File: config.mk
export PLATFORM = sky130hd
export DESIGN_NAME = adder_tree_pipelined_acc
export DESIGN_NICKNAME = d
export VERILOG_FILES = /design/src/rtl/adder_tree_pkg.sv /design/src/rtl/adder_tree_level.sv /design/src/rtl/adder_tree_pipelined_acc.sv
export SDC_FILE = /design/constraint.sdc
export NUM_CORES = 1
export LEC_CHECK = 0
export ABC_AREA = 1
export CAP_MARGIN = 0
export CORE_MARGIN = 2
export CORE_UTILIZATION = 54
export DETAILED_ROUTE_END_ITERATION = 8
export PLACE_DENSITY = 0.78
export SYNTH_ARGS = -nofsm -noshare
export SYNTH_HDL_FRONTEND = slang
export SYNTH_SLANG_ARGS = --single-unit
File: constraint.sdc
create_clock -name clk -period 4.1 [get_ports clk]
set_input_delay 0.82 -clock clk [delete_from_list [all_inputs] [get_ports clk]]
set_output_delay 0.82 -clock clk [all_outputs]
set_load 0.1 [all_outputs]
File: src/rtl/adder_tree_pkg.sv
// Shared constants and helpers for the pipelined adder tree reduction block.
package adder_tree_pkg;

  // Lane interpretation: zero-extended unsigned or sign-extended two's complement.
  localparam int SIGNED_OFF = 0;
  localparam int SIGNED_ON  = 1;

  // Ceiling log2; clog2(1) = 0 so a single-beat group still gets a 1-bit counter.
  function automatic int clog2(input int value);
    int result;
    int remaining;
    result    = 0;
    remaining = value - 1;
    while (remaining > 0) begin
      result++;
      remaining = remaining >> 1;
    end
    return result;
  endfunction

  // Width of one register at tree level 'level': each pairwise add grows by one bit.
  function automatic int level_width(input int in_width, input int level);
    return in_width + level + 1;
  endfunction

endpackage

File: src/rtl/adder_tree_level.sv
// One registered level of the adder tree: adds adjacent lane pairs and
// carries a valid bit alongside the data.
module adder_tree_level
  import adder_tree_pkg::*;
#(
  parameter int LANES  = 2,
  parameter int WIDTH  = 16,
  parameter int SIGNED = 0
) (
  input  logic                             clk,
  input  logic                             reset,
  input  logic                             in_valid,
  input  logic [LANES*WIDTH-1:0]           in_data,
  output logic [(LANES/2)*(WIDTH+1)-1:0]   out_data,
  output logic                             out_valid
);

  localparam int PAIRS       = LANES / 2;
  localparam bit EXTEND_SIGN = (SIGNED != SIGNED_OFF);

  logic [PAIRS*(WIDTH+1)-1:0] sum_comb;

  for (genvar j = 0; j < PAIRS; j++) begin : g_pair
    logic [WIDTH-1:0] lane_a;
    logic [WIDTH-1:0] lane_b;
    logic [WIDTH:0]   ext_a;
    logic [WIDTH:0]   ext_b;

    assign lane_a = in_data[(2*j)*WIDTH +: WIDTH];
    assign lane_b = in_data[(2*j+1)*WIDTH +: WIDTH];
    assign ext_a  = {EXTEND_SIGN & lane_a[WIDTH-1], lane_a};
    assign ext_b  = {EXTEND_SIGN & lane_b[WIDTH-1], lane_b};
    assign sum_comb[j*(WIDTH+1) +: WIDTH+1] = ext_a + ext_b;
  end

  // Data registers load every cycle; only the valid bit decides whether it matters.
  always_ff @(posedge clk) begin
    out_data <= sum_comb;
  end

  // Valid bit follows the data one level down and is cleared by reset.
  always_ff @(posedge clk) begin
    if (reset) begin
      out_valid <= 1'b0;
    end else begin
      out_valid <= in_valid;
    end
  end

endmodule

File: src/rtl/adder_tree_pipelined_acc.sv
// Fully pipelined adder tree over NUM_INPUTS lanes followed by an optional
// group accumulator that emits one result every ACC_LEN tree results.
module adder_tree_pipelined_acc
  import adder_tree_pkg::*;
#(
  parameter int NUM_INPUTS = 4,
  parameter int IN_WIDTH   = 16,
  parameter int OUT_WIDTH  = 32,
  parameter int SIGNED     = 0,
  parameter int ACC_LEN    = 1
) (
  input  logic                           clk,
  input  logic                           reset,
  input  logic                           in_valid,
  input  logic [NUM_INPUTS*IN_WIDTH-1:0] in_data,
  input  logic                           flush,
  output logic                           out_valid,
  output logic [OUT_WIDTH-1:0]           out_data,
  output logic [clog2(ACC_LEN):0]        acc_count
);

  localparam int S      = clog2(NUM_INPUTS);
  localparam int TREE_W = level_width(IN_WIDTH, S - 1);
  localparam int CNT_W  = clog2(ACC_LEN) + 1;
  localparam logic [CNT_W-1:0] LAST_BEAT = CNT_W'(ACC_LEN - 1);

  // Tree levels: level k reduces NUM_INPUTS>>k values of IN_WIDTH+k bits by half.
  for (genvar k = 0; k < S; k++) begin : g_level
    localparam int LANES_IN = NUM_INPUTS >> k;
    localparam int W_IN     = IN_WIDTH + k;
    localparam int W_OUT    = level_width(IN_WIDTH, k);

    logic [(LANES_IN/2)*W_OUT-1:0] data;
    logic                          valid;

    if (k == 0) begin : g_first
      adder_tree_level #(
        .LANES (LANES_IN),
        .WIDTH (W_IN),
        .SIGNED(SIGNED)
      ) u_level (
        .clk      (clk),
        .reset    (reset),
        .in_valid (in_valid),
        .in_data  (in_data),
        .out_data (data),
        .out_valid(valid)
      );
    end else begin : g_next
      adder_tree_level #(
        .LANES (LANES_IN),
        .WIDTH (W_IN),
        .SIGNED(SIGNED)
      ) u_level (
        .clk      (clk),
        .reset    (reset),
        .in_valid (g_level[k-1].valid),
        .in_data  (g_level[k-1].data),
        .out_data (data),
        .out_valid(valid)
      );
    end
  end

  logic [TREE_W-1:0]    tree_sum;
  logic                 tree_valid;
  logic [OUT_WIDTH-1:0] tree_ext;

  assign tree_sum   = g_level[S-1].data;
  assign tree_valid = g_level[S-1].valid;

  // Bring the tree result to the output width: extend per lane signedness, or wrap.
  if (OUT_WIDTH > TREE_W) begin : g_extend
    assign tree_ext = {{(OUT_WIDTH-TREE_W){(SIGNED == SIGNED_ON) & tree_sum[TREE_W-1]}}, tree_sum};
  end else begin : g_truncate
    assign tree_ext = tree_sum[OUT_WIDTH-1:0];
  end

  logic [OUT_WIDTH-1:0] acc;
  logic [OUT_WIDTH-1:0] acc_base;
  logic [OUT_WIDTH-1:0] acc_next;
  logic [CNT_W-1:0]     cnt_base;

  // A flush makes the incoming tree result (if any) the first beat of a new group.
  always_comb begin
    acc_base = flush ? '0 : acc;
    cnt_base = flush ? '0 : acc_count;
    acc_next = acc_base + tree_ext;
  end

  // Accumulate tree results and emit the group sum on its last beat.
  always_ff @(posedge clk) begin
    if (reset) begin
      out_valid <= 1'b0;
      out_data  <= '0;
      acc       <= '0;
      acc_count <= '0;
    end else if (tree_valid) begin
      if (cnt_base == LAST_BEAT) begin
        out_data  <= acc_next;
        out_valid <= 1'b1;
        acc       <= '0;
        acc_count <= '0;
      end else begin
        acc       <= acc_next;
        acc_count <= cnt_base + CNT_W'(1);
        out_valid <= 1'b0;
      end
    end else begin
      out_valid <= 1'b0;
      if (flush) begin
        acc       <= '0;
        acc_count <= '0;
      end
    end
  end

endmodule

==> out/metrics.cfg <==
[drt]
postRouteAntennaNets = 0
viasPerCell = 5.09
wl_um = 19700
wl_met3_um = 830

[sta]
finalSetupViolCount = 0
maxSlewViolCount = 0
rsz0062_at_grt = false
finalCritPeriodShare_pct = 77.8
clock_skew_ns = 0.00777
tightest_slew_ns = 1.00
tns_ns = 0

[power_and_ir_drop]
p_seq_mw = 1.44
power_frac_clock_pct = 33.9
ir_drop_mv = 0.311
powerClk_mw = 1.48
p_per_area_nw_per_um2 = 456
top_power_group = the clock network
comb_power_share_pct = 32.9
p_sw_share_pct = 35.8
switchingPower_mw = 1.56

[clock_network]
cts_tree = yes
htreeDepth = 4
cts_hold_buf = 0
numCtsBuffers = 17
cts_setup_buffers = 0
ctsResizeCount = 0
clk_pin_slew_ns = 0.06

[placement]
portBuffers = 101
post-place-ws_ns = 0.466
dpl_cell_area_um2 = 8960
place_congestion = 0.946
placed_cells = 1428
dp_hpwl_um = 15500

[critical_path]
path_class = in -> reg
crit_path_end = out_data[16]
cp_max_fo = 28
critPathMostFrequentCell = nand2_1
worst_setup_path_start_kind = input port
endpoint_kind = register
crit_chain = clkdlybuf4s50_1, inv_12, nand2_1, inv_1, ha_1, fa_1, nand2_1, nand3_1, nand3_1, nand2_1, nand2_1, nand2_1, xnor2_1, nand2_1, nand2_1, inv_1
critical_path_depth = 16
cp_slowest_stage_delay_ns = 0.65

[cells_and_area]
synthToLayoutAreaGrowth_pct = 23.3
comb_cells = 843
nets = 1406
logic_area_um2 = 4580
final_cell_mix = nand2_1, inv_1, dfxtp_1, nor2_1, clkdlybuf4s50_1
reg_top3 = g_level.g_first.u_level.out_data (34), acc (32), out_data (32)
top_register = g_level.g_first.u_level.out_data
comb_share_pct = 48.0
n_clock_buffer = 18
drive_gt1_share_pct = 5.55
largest_reg_flops = 34
flop-count = 120
final_cells = 1460
clockNetworkAreaShare_pct = 6.15

[die]
ios = 102
die-area_um2 = 15300
fp_util_pct = 55.6
die_y_um = 124
die_x_um = 124
tap_cells = 180

[yosys]
syn_area_per_cell_um2 = 6.70
mux_share_pct = 0
synthTopLogicFamily = simple AND/OR/NAND/NOR gates
yosys.area_share.aoi_pct = 10.9
largest_area_cell = dfxtp_1
ys_top_cells_by_area = dfxtp_1, nand2_1, ha_1, inv_1, nand3_1
yosysWarningCount = 0
syn_nets = 1295
syn_inst = 1156
flop_cell = dfxtp_1
simple_gate_share_pct = 30.7

[global_routing]
overflow = 0
grtUsageMet3_pct = 4.17
antenna_found_initial = 0
grt_pass1_vias = 7224

[flow_run]
maxCapViolCount = 0

[worst_hold_path]
hold_depth = 2
hold_start = g_level[0].g_first.u_level.out_valid

[status]
status = completed

closeup.png
Region (49, 25) to (74, 50) um. Cells in grey, sequential cells in the stronger grey; small squares are vias.
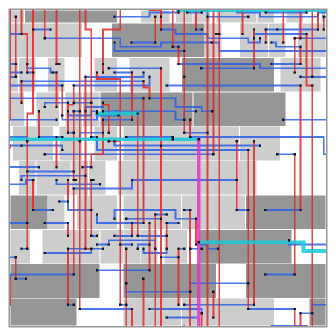
M1: in blue. M4: in magenta. M3: in cyan. M2: in red.
43 logic cells have their middle in the window. Sequential cells in the window: 10. Netlist names of flops here include g_level.g_next.u_level.out_data (5), g_level.g_first.u_level.out_data (3), acc (2). Most frequent: dfxtp_1 (10), inv_1 (5), nand2_1 (4).

congestion_map.png
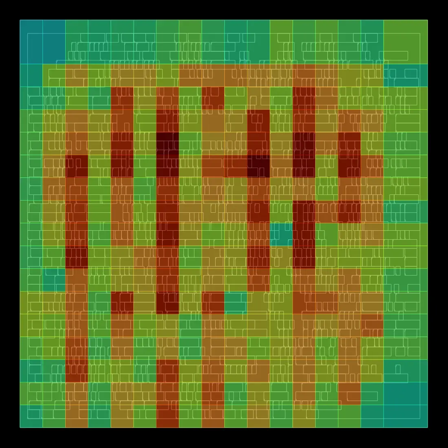
Layout Utilization: 68.5%
met1 Use GR: 33.4%
gr usage total: 27.2%

gates.png
Scale: 2 px per um.
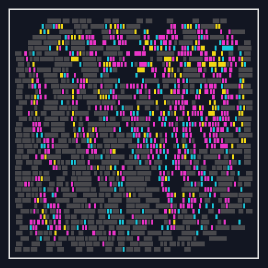
inv cells: in cyan, cells 175, where widely spread. nand cells: in magenta, cells 441, where widely spread. nor cells: in yellow, cells 124.

pinout.png
Scale: 4 px per um. Pins as bars across the die edge, other pins in grey.
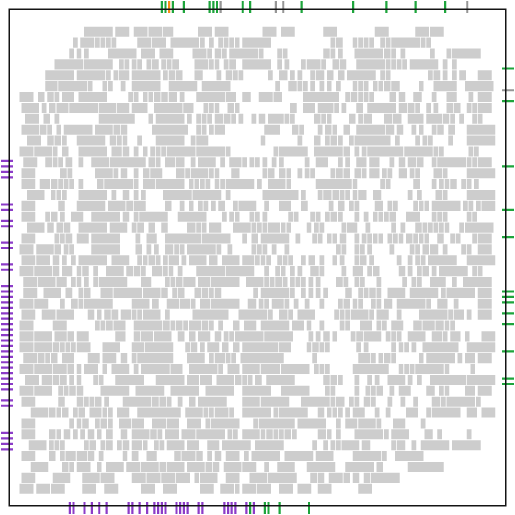
in_data: in purple, pins 64, direction input, edge 38 left, 26 bottom. out_data: in green, pins 32, direction output, edge 14 top, 13 right, 5 bottom. reset: in orange, pins 1, direction input, edge top.
All pins by edge: 38 left, 31 bottom, 19 top, 14 right.

